Design stove_input_conditioner, sky130hd; sources not shown.
Placed cells, one color a class:
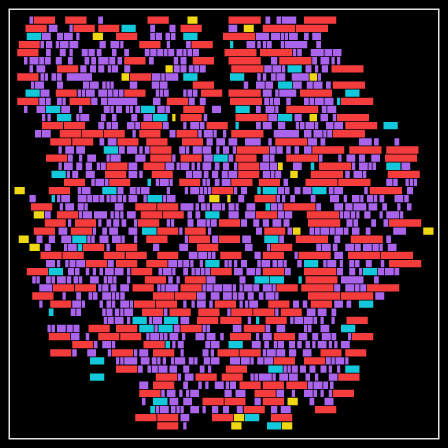
class	color	cells	share of their area
combinational and other logic	purple	828	47%
clock drivers and dummy loads	cyan	62	6.6%
flops	red	217	45%
other buffers and delay cells	yellow	22	1.7%
Core Rows: 51
post-layout util: 57.1%
fin area: 11200 sq um
Seq/total area: 43.5%
core area: 19500 sq um

Cell density map:
Bar = 50 microns. The die is cut into 14 by 14 equal tiles; black is low, pale yellow is high, 0 to 100% covered.
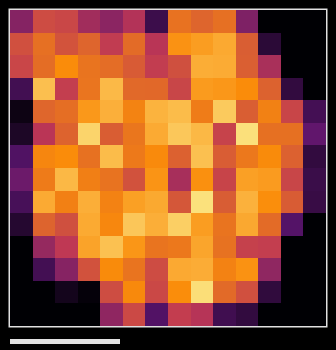
nearly empty tiles	14%
densest ninth of the die	center
tiles over 75% full	25%
mean over tiles	53%
initial core utilization: 51.3%

Nets reached from selected ports:
Bar = 50 microns.
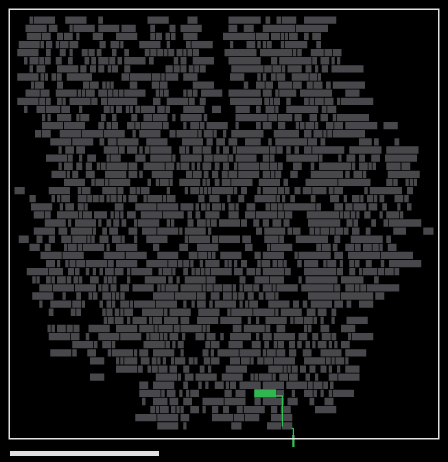
port	color	direction	edge	end cells	buffers	wire
pwr_pulse	green	output	bottom	1	1	15.8 microns
IO buf count: 13
total I/O pin count: 14

Track usage over the die:
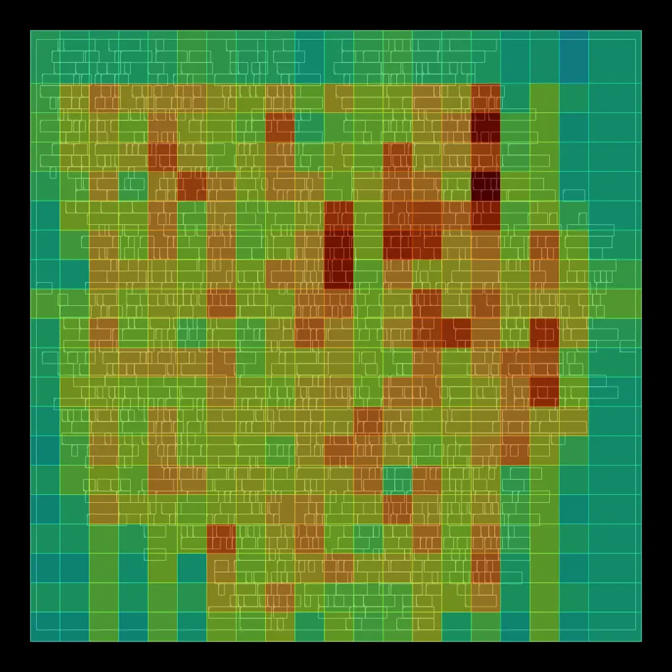
Total GRT Usage: 18.1%
GR met1 Demand/Resource: 23.8%

Supply network:
Bar = 50 microns. Pins as bars on the die edge.
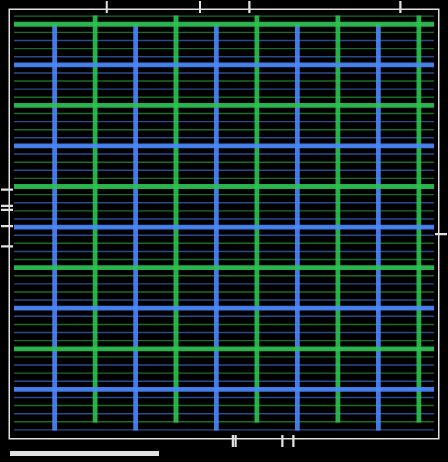
net	color
VDD	green
VSS	blue
signal pins	14
rows	51
met4 straps	10
met5 straps	10
met1 rails	52
overall die width: 144 microns
Peak VDD IR: 0.243 mV
Die Y: 144 microns

==> ci_impl_report.md <==
### Yosys + OpenROAD results

| Metric | Value |
|---|---|
| Status | `finished with violations` |
| Failing checks | `capacitance limit, slew limit` |
| Area fraction in xor and xnor cells | `14.1%` |
| Max-Cap Viols | `1` |
| Htree depth | `2` |
| Most common cell in the synthesized netlist | `nor2_1` |
| Synth cell types | `57` |
| Slew Viols, Final | `40` |
| Slew @ Worst Pin | `1.56 ns` |
| Fin cells | `1394` |
| Chip area | `20600 sq um` |
| Busiest layer in global routing | `met2` |
| Crit. End Element | `output port` |
| Footprint of the multi-input gates | `4980 sq um` |
| Asr flop ratio synth | `0%` |
| Nonclk buf count | `22` |
| Warnings from Yosys | `0` |
| Syn_area_per_cell | `9.35 sq um` |
| Peak Freq | `260 MHz` |
| CP Launch Type | `flip-flop` |
| P_clk | `0.00191 W` |
| Total CTS buffers | `36` |
| Design Power | `0.00429 W` |
| Ant. Diodes | `0` |
| Synth top area share | `33.2%` |
| Family with the most delay on the worst path | `simple AND/OR/NAND/NOR gates` |
| Ys cells | `1071` |
| PwrDens | `385 nW/um^2` |
| Logic share of the area | `44.7%` |
| Tapcell count | `265` |
| Dominant flop cell | `dfxtp_1` |
| # clock sinks | `217` |
| Top cells, area | `dfxtp_1, edfxtp_1, xor2_1` |
| Area leader, netlist | `dfxtp_1` |
| Met3 Routed Length | `739 microns` |
| Post-CTS Resized | `0` |
| Leakage | `3.66 nW` |
placed cells by master (no fill, tap or decap), types with 6 or more instances in the layout:
cell             synthesis  layout
nor2_1                 187     186
dfxtp_1                166     166
xor2_1                  91      91
xnor2_1                 70      70
nand2_1                 69      69
nand3_1                 57      57
edfxtp_1                51      51
clkbuf_8                 0      48
nand4_1                 46      46
a21oi_1                 39      39
o21ai_0                 30      31
nor3_1                  30      30
inv_1                   20      29
nor4_1                  19      18
or3_1                   18      18
and3_1                  17      17
nor2b_1                 13      13
nand3b_1                12      12
and4_1                  12      12
clkdlybuf4s50_1          0      12
and2_1                  16      10
ha_1                    10      10
nor4b_1                  9       9
or4_1                    7       7
nand2b_1                 7       7
and2_0                   0       6
mux2i_1                  6       6
buf_4                    2       6
Power is estimated from default activity; no workload was simulated.
